`config.mk`:
```
export PLATFORM = sky130hd
export DESIGN_NAME = arm7tdmi_coherency_queue
export DESIGN_NICKNAME = d
export VERILOG_FILES = /design/src/rtl/arm7tdmi_coherency_queue.sv
export SDC_FILE = /design/constraint.sdc
export NUM_CORES = 1
export LEC_CHECK = 0
export CAP_MARGIN = 20
export CORE_MARGIN = 8
export CORE_UTILIZATION = 50
export CTS_BUF_LIST = sky130_fd_sc_hd__clkbuf_8
export CTS_CLUSTER_DIAMETER = 80
export DETAILED_ROUTE_END_ITERATION = 8
export HOLD_SLACK_MARGIN = 0.1
export PLACE_DENSITY = 0.85
export SYNTH_ARGS = -nofsm -noshare
export SYNTH_HDL_FRONTEND = slang
export SYNTH_SLANG_ARGS = --single-unit
```
`constraint.sdc`:
```
create_clock -name clk -period 7.7 [get_ports clk]
set_clock_uncertainty 0.2 [all_clocks]
set_input_delay 1.155 -clock clk [delete_from_list [all_inputs] [get_ports clk]]
set_output_delay 1.155 -clock clk [all_outputs]
set_load 0.02 [all_outputs]
```
`src/rtl/arm7tdmi_coherency_queue.sv`:
```
// ---------------------------------------------------------------------------
// arm7tdmi_coherency_queue
//
// Purpose:
//   I-cache coherency controller. It watches D-side write commits and checks
//   each one against up to NUM_REGIONS programmable code regions. A write
//   that hits a region becomes a line-invalidate request. Requests are held
//   in a small deduplicating FIFO and sent one line at a time to the I-cache
//   over a req/ack handshake.
//
// Ports:
//   clk, rst_n         clock and synchronous active-low reset
//   coherency_enable   global enable for new snoop matches
//   region_en          per-region enable
//   region_base        packed region bases, region i at [i*ADDR_WIDTH +: ADDR_WIDTH]
//   region_size        packed region sizes in bytes (0 = region off)
//   snoop_valid        D-side write commit this cycle
//   snoop_addr         write byte address
//   snoop_byte_en      write byte enables
//   snoop_ready        controller can accept the write (queue not full)
//   inv_req, inv_addr  line-invalidate request and its line-aligned address
//   inv_ack            I-cache completed the current invalidate
//   queue_count        valid FIFO entries
//   invalidations      completed invalidates (saturating)
//   merged             writes absorbed by dedup (saturating)
//   busy               queue non-empty or request outstanding
// ---------------------------------------------------------------------------
module arm7tdmi_coherency_queue #(
  parameter int ADDR_WIDTH  = 32,
  parameter int NUM_REGIONS = 4,
  parameter int LINE_SIZE   = 32,
  parameter int QUEUE_DEPTH = 4
) (
  input  logic                              clk,
  input  logic                              rst_n,
  input  logic                              coherency_enable,
  input  logic [NUM_REGIONS-1:0]            region_en,
  input  logic [NUM_REGIONS*ADDR_WIDTH-1:0] region_base,
  input  logic [NUM_REGIONS*ADDR_WIDTH-1:0] region_size,
  input  logic                              snoop_valid,
  input  logic [ADDR_WIDTH-1:0]             snoop_addr,
  input  logic [3:0]                        snoop_byte_en,
  output logic                              snoop_ready,
  output logic                              inv_req,
  output logic [ADDR_WIDTH-1:0]             inv_addr,
  input  logic                              inv_ack,
  output logic [$clog2(QUEUE_DEPTH):0]      queue_count,
  output logic [31:0]                       invalidations,
  output logic [31:0]                       merged,
  output logic                              busy
);

  localparam int LINE_BITS = $clog2(LINE_SIZE);
  localparam int PTR_W     = $clog2(QUEUE_DEPTH);
  localparam int CNT_W     = PTR_W + 1;

  typedef enum logic {
    S_IDLE = 1'b0,
    S_REQ  = 1'b1
  } state_t;

  state_t                state_q, state_d;
  logic                  inv_req_q, inv_req_d;
  logic [ADDR_WIDTH-1:0] entries_q [QUEUE_DEPTH];
  logic [ADDR_WIDTH-1:0] entries_d [QUEUE_DEPTH];
  logic [PTR_W-1:0]      head_q, head_d;
  logic [PTR_W-1:0]      tail_q, tail_d;
  logic [CNT_W-1:0]      count_q, count_d;
  logic [31:0]           inv_cnt_q, inv_cnt_d;
  logic [31:0]           merged_q, merged_d;

  logic [NUM_REGIONS-1:0] region_hit;
  logic [QUEUE_DEPTH-1:0] slot_match;
  logic [ADDR_WIDTH-1:0]  line_addr;
  logic                   full;
  logic                   pop;
  logic                   hit;
  logic                   dup;
  logic                   enq;
  logic                   merge;

  assign line_addr = {snoop_addr[ADDR_WIDTH-1:LINE_BITS], {LINE_BITS{1'b0}}};

  // Range compare is done one bit wider so a region ending exactly at the
  // top of the address space does not wrap to zero.
  for (genvar gi = 0; gi < NUM_REGIONS; gi++) begin : g_region
    logic [ADDR_WIDTH:0] base_ext;
    logic [ADDR_WIDTH:0] size_ext;
    logic [ADDR_WIDTH:0] end_ext;
    logic [ADDR_WIDTH:0] addr_ext;

    assign base_ext = {1'b0, region_base[gi*ADDR_WIDTH +: ADDR_WIDTH]};
    assign size_ext = {1'b0, region_size[gi*ADDR_WIDTH +: ADDR_WIDTH]};
    assign end_ext  = base_ext + size_ext;
    assign addr_ext = {1'b0, snoop_addr};

    assign region_hit[gi] = region_en[gi] && (size_ext != '0) &&
                            (addr_ext >= base_ext) && (addr_ext < end_ext);
  end

  // Dedup compare against every occupied slot. The head being acked this
  // cycle is excluded: the write may land after that invalidate, so the
  // line must be invalidated again.
  for (genvar gi = 0; gi < QUEUE_DEPTH; gi++) begin : g_slot
    logic [PTR_W-1:0] offset;
    logic             occupied;

    assign offset     = PTR_W'(gi) - head_q;
    assign occupied   = ({1'b0, offset} < count_q);
    assign slot_match[gi] = occupied && !(pop && (PTR_W'(gi) == head_q)) &&
                            (entries_q[gi] == line_addr);
  end

  // snoop_ready depends only on the registered count; a same-cycle pop does
  // not open a slot for this cycle's snoop.
  assign full  = (count_q == CNT_W'(QUEUE_DEPTH));
  assign pop   = inv_ack && inv_req_q;
  assign hit   = snoop_valid && coherency_enable && (snoop_byte_en != 4'b0000) &&
                 (|region_hit);
  assign dup   = |slot_match;
  assign enq   = hit && !full && !dup;
  assign merge = hit && !full && dup;

  always_comb begin
    entries_d = entries_q;
    head_d    = head_q;
    tail_d    = tail_q;
    count_d   = count_q;
    inv_cnt_d = inv_cnt_q;
    merged_d  = merged_q;
    state_d   = state_q;

    if (enq) begin
      entries_d[tail_q] = line_addr;
      tail_d            = tail_q + 1'b1;
    end

    if (pop) begin
      head_d = head_q + 1'b1;
      if (inv_cnt_q != 32'hFFFF_FFFF) begin
        inv_cnt_d = inv_cnt_q + 32'd1;
      end
    end

    if (merge && (merged_q != 32'hFFFF_FFFF)) begin
      merged_d = merged_q + 32'd1;
    end

    case ({enq, pop})
      2'b10:   count_d = count_q + 1'b1;
      2'b01:   count_d = count_q - 1'b1;
      default: count_d = count_q;
    endcase

    // The drain decision looks at post-edge occupancy, so a request goes out
    // on the cycle right after the entry is written and stays up across
    // back-to-back entries.
    case (state_q)
      S_IDLE: begin
        if (count_d != '0) begin
          state_d = S_REQ;
        end
      end
      S_REQ: begin
        if (pop && (count_d == '0)) begin
          state_d = S_IDLE;
        end
      end
      default: state_d = S_IDLE;
    endcase

    inv_req_d = (state_d == S_REQ);
  end

  always_ff @(posedge clk) begin
    if (!rst_n) begin
      state_q   <= S_IDLE;
      inv_req_q <= 1'b0;
      head_q    <= '0;
      tail_q    <= '0;
      count_q   <= '0;
      inv_cnt_q <= '0;
      merged_q  <= '0;
      for (int i = 0; i < QUEUE_DEPTH; i++) begin
        entries_q[i] <= '0;
      end
    end else begin
      state_q   <= state_d;
      inv_req_q <= inv_req_d;
      head_q    <= head_d;
      tail_q    <= tail_d;
      count_q   <= count_d;
      inv_cnt_q <= inv_cnt_d;
      merged_q  <= merged_d;
      entries_q <= entries_d;
    end
  end

  assign snoop_ready   = !full;
  assign inv_req       = inv_req_q;
  assign inv_addr      = inv_req_q ? entries_q[head_q] : '0;
  assign queue_count   = count_q;
  assign invalidations = inv_cnt_q;
  assign merged        = merged_q;
  assign busy          = inv_req_q || (count_q != '0);

endmodule
```
gates.png
Scale bar: 50 um.
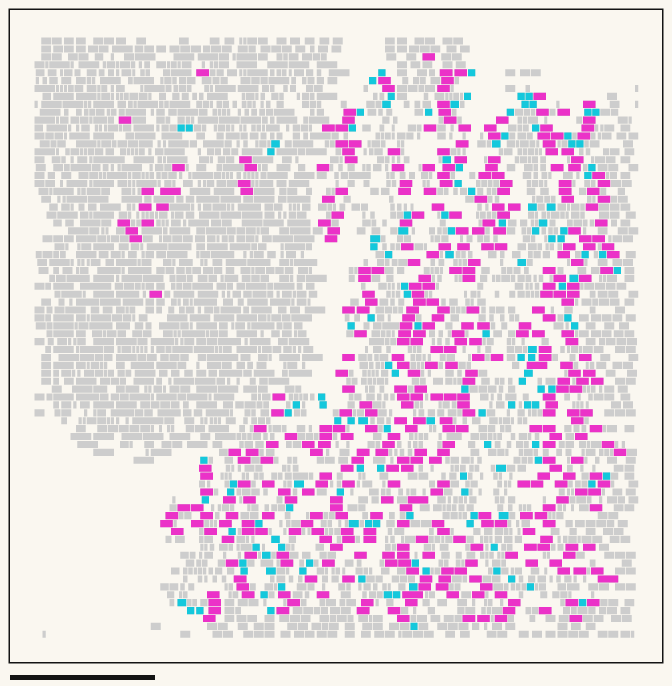
Key: magenta = fa/ha/maj cells [cells 400]; cyan = non-inverting ao/oa cells [cells 139]
fraction of area in multi-input gates: 62.7%
Top cell excl fill/tap: clkdlybuf4s50_1
Post-Layout Cell Count: 3704

==> impl_metrics.env <==
# yosys + openroad results
export IMPL_cp_max_fo=27
export IMPL_grt_pass1_wl_um=130000
export IMPL_vias=22756
export IMPL_grt_pass1_vias=22784
export IMPL_critPathMaxStageDelay_ps=570
export IMPL_clock_latency_ps=480
export IMPL_top_cell_area_share_pct=22.8
export IMPL_drv_cap=0
export IMPL_top_register="entries_q"
export IMPL_power_frac_seq_pct=28.8
export IMPL_die_h_um=224
export IMPL_syn2layout_area_growth_pct=25.6
export IMPL_grt_util_met3_pct=6.19
export IMPL_yosysTopAreaCell="ha_1"
export IMPL_overflow=0
export IMPL_syn_area_um2=21700
export IMPL_tool_warnings=34
export IMPL_logic_gate_count=2230
export IMPL_finalWorstSetupSlack_ps=332
export IMPL_worstSetupStartpointType="input pin"
export IMPL_hpwlAfterDp_um=68200
export IMPL_combPwrFrac_pct=50.0
export IMPL_leakage_nw=12.6
export IMPL_firstDrtPassIters=6
export IMPL_top_usage_layer="met2"
export IMPL_pre_cts_ws_ps=-413
export IMPL_layout_top_cells="clkdlybuf4s50_1 (396), ha_1 (395), nand2_1 (272)"
export IMPL_dieArea_um2=50300
export IMPL_io_buffers=397
export IMPL_ys_ff=180
export IMPL_synth_cells=2681
export IMPL_dominant_cells="logic gates"
export IMPL_swShare_pct=39.4
export IMPL_vdd_drop_max_mv=0.147
export IMPL_antenna_cells=15
export IMPL_p_per_area_nw_per_um2=126
export IMPL_crit_path_end_kind="flop"
export IMPL_fa_ha_area_share_pct=23.3
export IMPL_routed_top_layer="met4"
export IMPL_cts_sinks=180
export IMPL_min_to="entries_q[81]"
export IMPL_seq_area_um2=3600
export IMPL_ys_cells=2681
export IMPL_hold_class="flop to flop"
export IMPL_netlist_top_cells_count="ha_1 (395), nand2_1 (272), a21oi_1 (219), inv_1 (182), dfxtp_1 (180)"
export IMPL_ys_area_um2=21700
export IMPL_p_int_mw=2.09
export IMPL_yosysWarnings=0
export IMPL_mux_share_pct=8.12
export IMPL_postCtsSetupBuffers=0
export IMPL_drc=0
export IMPL_path_cells="clkdlybuf4s50_1 > ha_1 > fa_1 > a211oi_2 > o211ai_1 > a311oi_2 > nor2b_1 > a311o_1 > a31oi_1 > o21bai_1 > a311oi_1 > xor2_1 > ha_1 > a21o_1 > a21oi_1 > o211ai_1 > o211ai_1 > o22ai_1 > a21oi_1 > nor4_4 > or4_1 > buf_4 > or4_1 > a21oi_1"
export IMPL_cts_buffers=17
export IMPL_cts_tree="yes"
export IMPL_worstMarginPinSlew_ps=1180
export IMPL_clock_buffers=18
export IMPL_crit_path_end="merged[20]"
export IMPL_coreArea_um2=43000
export IMPL_min_period_ps=7370
export IMPL_num_tap_cells=585
export IMPL_largest_reg_flops=108
export IMPL_cp_slowest_cell="or4_1"
export IMPL_edf_count=0
export IMPL_crit_start="region_base[64]"
export IMPL_viasPerCell=6.14
export IMPL_initialDrtViolationCount=2371
export IMPL_buffers_excl_clock=480
export IMPL_top_cells_by_area="ha_1 (23%), dfxtp_1 (17%), xor2_1 (7.2%)"
export IMPL_final_max_slew_viol_count=0
export IMPL_antenna_found_initial=14
export IMPL_finalSetupTns_ps=0
export IMPL_topCombFamilyByArea="adder cells"
export IMPL_avgSynthCellArea_um2=8.08
export IMPL_use_met2_pct=53.8
export IMPL_cp_arrival_ps=7580
export IMPL_simple_gate_area_share_pct=18.2
export IMPL_critPathTopFamily="AND-OR/OR-AND gates"
export IMPL_met2WireLength_um=39200
export IMPL_cts_clk_slew_worst_paths_ps=100
export IMPL_grt_use_met1_pct=40.3
export IMPL_design_seq_count=180
export IMPL_buf_share_pct=17.1
export IMPL_routed_wl_um=84800
export IMPL_xor_share_pct=10.5
export IMPL_cts_root_buf="clkbuf_8"
export IMPL_rr_endpoint="inv_req"
export IMPL_crit_buf_inv=2
export IMPL_finalCritPeriodShare_pct=95.7
export IMPL_p_clk_share_pct=21.2
export IMPL_clockBufferDepth=2
export IMPL_switchingPower_mw=1.36
export IMPL_fmax_mhz=136
export IMPL_gp_congestion=1.02
export IMPL_slew_headroom_pct=21.3
export IMPL_reg2reg_depth=16
export IMPL_route_met3_wl_um=7560
export IMPL_combGateArea_um2=17100
export IMPL_met1_length_um=34000
export IMPL_seq_share_pct=13.2
export IMPL_num_rows=76
export IMPL_drive_gt1_share_pct=5.32
export IMPL_status="completed"
export IMPL_grt_max_degree=92
export IMPL_reg2reg_setup_slack_ps=3410
export IMPL_inv_count=182
export IMPL_fin_nets=3792
export IMPL_hold_viol=0
export IMPL_crit_cells=24
export IMPL_compound_area_share_pct=18.3
export IMPL_antenna_left=0
export IMPL_cp_required_ps=7910
export IMPL_clock_cell_area_share_pct=1.65
export IMPL_ys_seq_share_pct=16.6
export IMPL_min_from="entries_q[81]"
export IMPL_fp_utilization_pct=50.4
export IMPL_yosys_most_used_dff="dfxtp_1"
export IMPL_nFillCells=3576
export IMPL_finalPower_mw=3.44
export IMPL_yosys_cell_count_top_type="ha_1"
export IMPL_pin_count=403
export IMPL_ys_async_sr_fraction_pct=0
export IMPL_finalSetupViolations=0
export IMPL_rsz0062_at_grt="yes"
export IMPL_die_w_um=224
export IMPL_worstSetupPathType="input pin to flop"
export IMPL_htree_levels=4
export IMPL_reg2reg_from="head_q[0]"
export IMPL_whs_path_depth=2
export IMPL_wire_per_inst_um=22.9
congestion_map.png
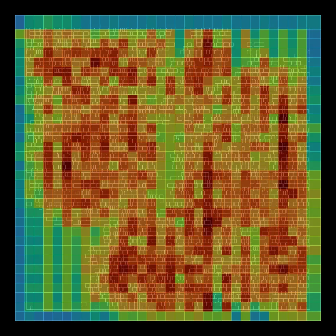
Layout Utilization: 63.3%
Total GRT Usage: 32.5%

==> power groups by stage <==
stage	clock network (mW)	registers [mW]	logic (mW)
after floorplan	0	0.996	1.05
after global placement	0	1.01	1.61
after detailed placement	0	1.01	1.67
after CTS	0.730	0.991	1.68
after global routing	0.770	0.997	1.89
final	0.729	0.991	1.72
==> through the flow <==
| step | util [%] | instance area, um2 | hold WS (ps) | std cells |
|---|---|---|---|---|
| after floorplan | - | 21700 | 260 | 2685 |
| after global placement | 62.1 | 26700 | 259 | 3656 |
| after detailed placement | 62.1 | 26700 | 280 | 3656 |
| after CTS | 63.1 | 27100 | 291 | 3688 |
| after global routing | 63.3 | 27200 | 310 | 3703 |
| final | 63.3 | 27200 | 292 | 3704 |
==> timing repair <==
action,in CTS,in global routing
setup endpoints to repair,0,128
resized,0,9
hold buffers,0,0
Power is estimated from default activity; no workload was simulated.
